<file path="config.mk">
export PLATFORM = sky130hd
export DESIGN_NAME = mem_access
export DESIGN_NICKNAME = d
export VERILOG_FILES = /design/src/rtl/cowcat_pkg.sv /design/src/rtl/load_trim.sv /design/src/rtl/mem_access.sv
export SDC_FILE = /design/constraint.sdc
export NUM_CORES = 1
export LEC_CHECK = 0
export CAP_MARGIN = 20
export CORE_MARGIN = 2
export CORE_UTILIZATION = 27
export CTS_CLUSTER_SIZE = 10
export DETAILED_ROUTE_END_ITERATION = 10
export HOLD_SLACK_MARGIN = 0.12
export PLACE_DENSITY = 0.65
export SLEW_MARGIN = 15
export SYNTH_ARGS = -nofsm -noshare
export SYNTH_HDL_FRONTEND = slang
export SYNTH_SLANG_ARGS = --single-unit
export TNS_END_PERCENT = 20
</file>
<file path="constraint.sdc">
create_clock -name clk -period 2.7 [get_ports clk]
set_clock_uncertainty 0.15 [all_clocks]
set_input_delay 0.54 -clock clk [delete_from_list [all_inputs] [get_ports clk]]
set_output_delay 0.54 -clock clk [all_outputs]
set_load 0.02 [all_outputs]
</file>
<file path="src/rtl/cowcat_pkg.sv">
// Shared definitions for the load/store access path: mem_ctl encodings, FSM states
// and store lane helpers. MEM_MISALIGN_CHECK_EN adds the MISAL state.
package cowcat_pkg;

    localparam logic [2:0] MEM_B  = 3'b000;
    localparam logic [2:0] MEM_H  = 3'b001;
    localparam logic [2:0] MEM_W  = 3'b010;
    localparam logic [2:0] MEM_BU = 3'b100;
    localparam logic [2:0] MEM_HU = 3'b101;

    localparam int ACK_TIMEOUT_DEF = 255;

    typedef enum logic [1:0] {
        S_IDLE = 2'd0,
        S_REQ  = 2'd1,
        S_DONE = 2'd2
`ifdef MEM_MISALIGN_CHECK_EN
        , S_MISAL = 2'd3
`endif
    } state_t;

    function automatic logic [3:0] store_be(input logic [2:0] ctl, input logic [1:0] off);
        case (ctl)
            MEM_B:   return 4'b0001 << off;
            MEM_H:   return off[1] ? 4'b1100 : 4'b0011;
            default: return 4'b1111;
        endcase
    endfunction

    // Narrow stores replicate the operand so every enabled lane carries the data.
    function automatic logic [31:0] store_lanes(input logic [2:0] ctl, input logic [31:0] data);
        case (ctl)
            MEM_B:   return {4{data[7:0]}};
            MEM_H:   return {2{data[15:0]}};
            default: return data;
        endcase
    endfunction

    function automatic logic is_misaligned(input logic [2:0] ctl, input logic [1:0] off);
        if (ctl == MEM_H || ctl == MEM_HU)
            return off[0];
        else if (ctl == MEM_W)
            return off != 2'b00;
        else
            return 1'b0;
    endfunction

endpackage

</file>
<file path="src/rtl/load_trim.sv">
// Combinational load extraction: picks the byte/halfword addressed by addr_lo and
// sign- or zero-extends it according to mem_ctl.
module load_trim
    import cowcat_pkg::*;
(
    input  logic [31:0] rdata,
    input  logic [1:0]  addr_lo,
    input  logic [2:0]  mem_ctl,
    output logic [31:0] trim_word
);

    logic        [7:0]  byte_sel;
    logic        [15:0] half_sel;
    logic signed [7:0]  byte_s;
    logic signed [15:0] half_s;

    always_comb begin
        byte_sel = rdata[7:0];
        case (addr_lo)
            2'd0: byte_sel = rdata[7:0];
            2'd1: byte_sel = rdata[15:8];
            2'd2: byte_sel = rdata[23:16];
            2'd3: byte_sel = rdata[31:24];
            default: byte_sel = rdata[7:0];
        endcase
        half_sel = addr_lo[1] ? rdata[31:16] : rdata[15:0];
    end

    assign byte_s = byte_sel;
    assign half_s = half_sel;

    always_comb begin
        trim_word = rdata;
        case (mem_ctl)
            MEM_B:   trim_word = 32'(byte_s);
            MEM_H:   trim_word = 32'(half_s);
            MEM_BU:  trim_word = {24'd0, byte_sel};
            MEM_HU:  trim_word = {16'd0, half_sel};
            default: trim_word = rdata;
        endcase
    end

endmodule

</file>
<file path="src/rtl/mem_access.sv">
// Load/store sequencer: one memory request per start pulse, ack timeout, load trim.
// Define MEM_MISALIGN_CHECK_EN to reject misaligned halfword/word accesses without a request.
module mem_access
    import cowcat_pkg::*;
#(
    parameter int ACK_TIMEOUT = ACK_TIMEOUT_DEF
) (
    input  logic        clk,
    input  logic        rst,
    input  logic        start,
    input  logic        is_store,
    input  logic [2:0]  mem_ctl,
    input  logic [31:0] addr,
    input  logic [31:0] store_data,
    output logic        dmem_req,
    output logic        dmem_we,
    output logic [31:0] dmem_addr,
    output logic [31:0] dmem_wdata,
    output logic [3:0]  dmem_be,
    input  logic        dmem_ack,
    input  logic [31:0] dmem_rdata,
    output logic [31:0] trim_out,
    output logic        done,
    output logic        busy,
    output logic        err,
    output logic        misalign
);

    localparam int CNT_W = $clog2(ACK_TIMEOUT + 1);
    localparam logic [CNT_W-1:0] CNT_LAST = CNT_W'(ACK_TIMEOUT - 1);

    state_t           state;
    logic [CNT_W-1:0] wait_cnt;
    logic [2:0]       ctl_q;
    logic [1:0]       off_q;
    logic             store_q;
    logic [31:0]      trim_word;

    load_trim u_load_trim (
        .rdata     (dmem_rdata),
        .addr_lo   (off_q),
        .mem_ctl   (ctl_q),
        .trim_word (trim_word)
    );

`ifdef MEM_MISALIGN_CHECK_EN
    logic misalign_q;
    logic misal_hit;
    assign misal_hit = is_misaligned(mem_ctl, addr[1:0]);
    assign misalign  = misalign_q;
`else
    assign misalign  = 1'b0;
`endif

    assign busy = (state != S_IDLE);

    always_ff @(posedge clk) begin
        if (rst) begin
            state      <= S_IDLE;
            wait_cnt   <= '0;
            ctl_q      <= '0;
            off_q      <= '0;
            store_q    <= 1'b0;
            dmem_req   <= 1'b0;
            dmem_we    <= 1'b0;
            dmem_be    <= '0;
            dmem_addr  <= '0;
            dmem_wdata <= '0;
            trim_out   <= '0;
            done       <= 1'b0;
            err        <= 1'b0;
`ifdef MEM_MISALIGN_CHECK_EN
            misalign_q <= 1'b0;
`endif
        end else begin
            done <= 1'b0;
            case (state)
                S_IDLE: begin
                    if (start) begin
                        ctl_q      <= mem_ctl;
                        off_q      <= addr[1:0];
                        store_q    <= is_store;
                        wait_cnt   <= '0;
                        err        <= 1'b0;
                        dmem_addr  <= {addr[31:2], 2'b00};
                        dmem_be    <= is_store ? store_be(mem_ctl, addr[1:0]) : 4'b1111;
                        dmem_wdata <= store_lanes(mem_ctl, store_data);
`ifdef MEM_MISALIGN_CHECK_EN
                        misalign_q <= 1'b0;
                        if (misal_hit) begin
                            state <= S_MISAL;
                        end else begin
                            state    <= S_REQ;
                            dmem_req <= 1'b1;
                            dmem_we  <= is_store;
                        end
`else
                        state    <= S_REQ;
                        dmem_req <= 1'b1;
                        dmem_we  <= is_store;
`endif
                    end
                end
                S_REQ: begin
                    if (dmem_ack) begin
                        state    <= S_DONE;
                        dmem_req <= 1'b0;
                        dmem_we  <= 1'b0;
                        done     <= 1'b1;
                        if (!store_q)
                            trim_out <= trim_word;
                    end else if (wait_cnt == CNT_LAST) begin
                        // Give up after ACK_TIMEOUT unacknowledged request cycles.
                        state    <= S_DONE;
                        dmem_req <= 1'b0;
                        dmem_we  <= 1'b0;
                        done     <= 1'b1;
                        err      <= 1'b1;
                    end else begin
                        wait_cnt <= wait_cnt + CNT_W'(1);
                    end
                end
`ifdef MEM_MISALIGN_CHECK_EN
                S_MISAL: begin
                    state      <= S_DONE;
                    misalign_q <= 1'b1;
                    done       <= 1'b1;
                end
`endif
                S_DONE: begin
                    state <= S_IDLE;
                end
                default: begin
                    state <= S_IDLE;
                end
            endcase
        end
    end

endmodule

</file>
Met2 routing:
Cells faint in the background.
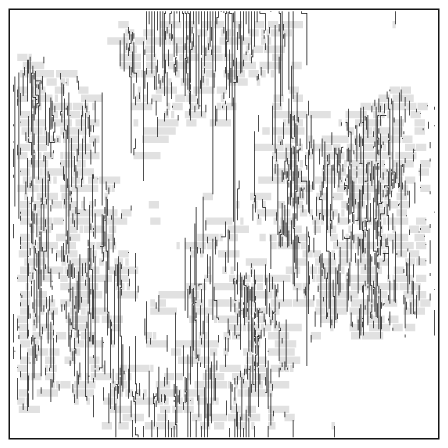
longest straight run: 62.6 µm
nets with wire on the layer: 748
main direction: vertical
wire length on this layer: 7490 µm
share of all routed wire: 45%
met2 Use GR: 25.2%
Routed WL: 16.7 mm
vias: 5181

Signal wires on met3:
The bar under the picture is 50 µm long.
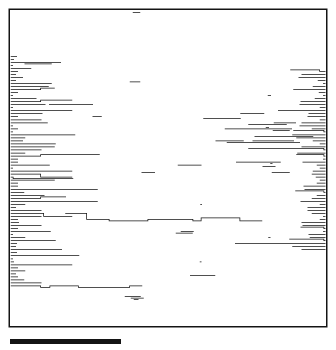
nets with wire on the layer: 157
longest straight run: 40.4 µm
wire length on this layer: 1900 µm
met3 Resource Use GR: 7.84%

==> flow_summary.yaml <==
# synthesis and place-and-route metrics
run_status:
  status: "finished clean"
power:
  power.total_mw: 5.24
  pg_comb_uw: 960
  leakage_nw: 2.91
  intPower_mw: 3.89
  pwr-share-seq_pct: 36.7
  switchingPower_mw: 1.36
  switching_share_pct: 25.9
  clkPwrFrac_pct: 45.0
  powerClk_mw: 2.36
  p_per_area_nw_per_um2: 647
  p_seq_mw: 1.92
  maxPowerGroup: "clock"
sta:
  setup_violations: 0
  fin_crit_sh_pct: 84.5
  maxSlewHeadroom_pct: 61.3
  rsz0062_at_grt: "no"
  timing.fmax_mhz: 438
  final_hold_viol_count: 0
  worstMarginPinSlew_ns: 0.581
  maxSlewViolCount: 0
  setup_tns_ns: 0
  fin_crit_ns: 2.28
floorplan:
  die_width_um: 142
  nWellTaps: 234
  dieArea_um2: 20200
  die_y_um: 142
  fp-utilization_pct: 27.6
  core_area_um2: 18700
  rows: 50
  ios: 210
logic_synthesis:
  ys_sh_xor_pct: 0
  netlist_area_um2: 5160
  synth_area_leader_cell: "dfxtp_1"
  yosysWarnings: 0
  ys_sh_aoi_pct: 21.2
  syn_area_per_cell_um2: 8.18
  edf_count: 0
  synth_cells: 631
  top_cells_by_area: "dfxtp_1, nand2_1, a21oi_1"
  yosysCellCount: 631
  synthSimpleGateAreaFrac_pct: 22.4
  ys_area_um2: 5160
  synthArstFlopShare_pct: 0
  seq_area_frac_synth_pct: 45.8
  ys_ff: 118
  synth-main-ff-cell: "dfxtp_1"
  synth.comb.largest_family: "simple AND/OR/NAND/NOR gates"
  ys_sh_mux_pct: 5.24
  yosysTopAreaCellShare_pct: 45.8
  common_cells: "nand2_1, dfxtp_1, nor2_1"
final_layout:
  bufAreaShareNonClock_pct: 27.9
  comb_area_um2: 2560
  fin_nets: 932
  seq_area_share_pct: 29.1
  syn_to_final_growth_pct: 57.1
  inv_count: 4
  fill_cells: 1821
  flops: 118
  nClkBuffers: 23
  antennaDiodeCount: 0
  seq_area_um2: 2360
  final_cell_area_um2: 8100
  final-clk-cell-share_pct: 7.50
  largest_cell_class: "logic gates"
  layout-drive-gt1-share_pct: 10.1
  comb_cells: 457
worst_setup_path:
  crit_required_ns: 2.01
  worstReg2RegStart: "ctl_q[0]"
  critical_path_class: "reg -> out"
  start_kind: "flip-flop"
  critical_path.cell_chain: "nor2_1, inv_1, clkdlybuf4s50_1"
  slowest_stage: "clkdlybuf4s50_1"
  worstPathArrival_ns: 1.59
  end_kind: "primary output"
  path_max_fanout: 6
  path_delay_family: "buffers and inverters"
  crit_start: "state[1]"
  crit_buf_inv: 2
grt:
  grt_max_degree: 61
  grt_pass1_vias: 4807
  grt_pass1_wl_mm: 25.9
  overflow: 0
  antenna_found_initial: 0
clock_tree:
  htree_levels: 4
  cts_buffers: 17
  clock_sinks: 118
  post_cts_buffers: 0
  cts.clk_slew.worst_paths_ns: 0.05
  ctsHoldBuffers: 0
  clockBufferDepth: 2
  cts_tree: "yes"
  clock_latency_ns: 0.41
hold_path:
  hp-class: "in -> reg"
  hold_path.startpoint: "rst"
detailed_routing:
  drc: 0
  drt-initial-drc-count: 244
  ant_nets: 0
  vias_per_cell: 4.83
placed_design:
  numPortBuffers: 206
  dpl_cell_area_um2: 7500
  place_congestion: 0.789
  dp_hpwl_mm: 11.8
flow_run:
  drv_cap: 0
  openroad.warnings: 27
Selected gate families:
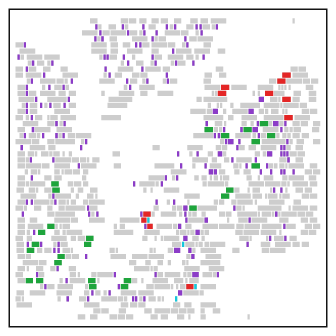
[multiplexers] green | cells: 26 | most used: mux2i_1
[AND-OR and OR-AND gates] red | cells: 11 | most used: o221a_2
[inverters] cyan | cells: 4 | most used: inv_1 | where: bottom centre
[NAND gates] purple | cells: 173 | most used: nand2_1 | where: all over the die
logic share of the area: 31.6%
Final Instance Count excl. Fillers: 1073
most frequent logic cell in the layout: clkdlybuf4s50_1

Congestion heat map:
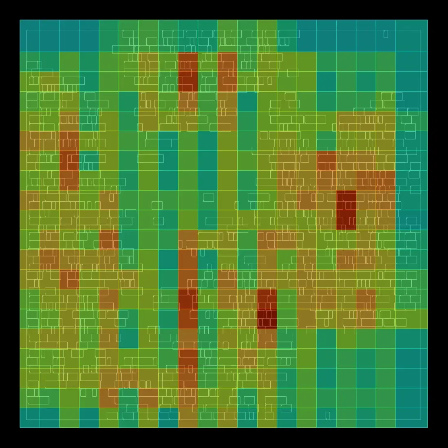
gr busiest metal: met2
GRT Resource Usage Total: 16.5%

## metal layers
metal  vias up  part of all wire [%]  routed length [µm]  global-route usage (%)
li1       2586                     -                   -                       -
met1      2379                    42                7080                    20.5
met2       201                    45                7490                    25.2
met3        15                    11                1900                    7.84
met4         0                   1.5                 250                    5.32
met5         -                     0                   0                       0
## metrics by stage
step                      instances  util, %  worst slack [ns]  hold WS [ns]
after global placement         1041     40.1             0.322         0.289
after global routing           1073     43.3             0.319         0.302
final                          1073     43.3             0.418         0.299
after floorplan                 633        -             0.853         0.282
after detailed placement       1041     40.1             0.274         0.296
after CTS                      1073     43.3             0.379         0.284
## worst paths after layout
check,depth (start not counted),endpoint,slack (ns)
worst max-delay path,3,busy,0.42
worst min-delay path,2,done,0.30
worst max register to register,4,trim_out[6],0.77
worst min register to register,2,dmem_addr[20],0.30
## placed cells by master, fill, tap and decap left out, types with 2 or more instances in the layout
master,instances
conb_1,3
a211oi_1,25
nand4_1,2
mux2i_1,18
clkinvlp_4,2
nand2b_1,3
a21oi_1,55
and4_1,2
a311oi_1,10
o221a_2,7
o21a_1,2
ha_1,2
buf_12,3
a31oi_1,14
inv_1,4
clkbuf_16,17
mux2_2,8
clkbuf_1,5
bufinv_16,4
nor3_1,12
nor3b_2,2
clkinv_2,3
nand3b_1,7
and3_1,3
nor2b_1,4
a22oi_1,2
nand4b_1,2
clkdlybuf4s50_1,205
dfxtp_1,118
buf_4,20
o211ai_1,8
nand3_1,5
a211oi_2,10
nand2_1,153
nor2_1,62
o21ai_0,21
## flip-flops by register name, summed over array words and instances, names as in the netlist
register and flops:
dmem_wdata 32, trim_out 32, dmem_addr 30, wait_cnt 8
dmem_be 4, ctl_q 3, off_q 2, state 2
dmem_req 1, dmem_we 1, done 1, err 1
store_q 1
No activity file was given, so power comes from the tool's default toggle rates.
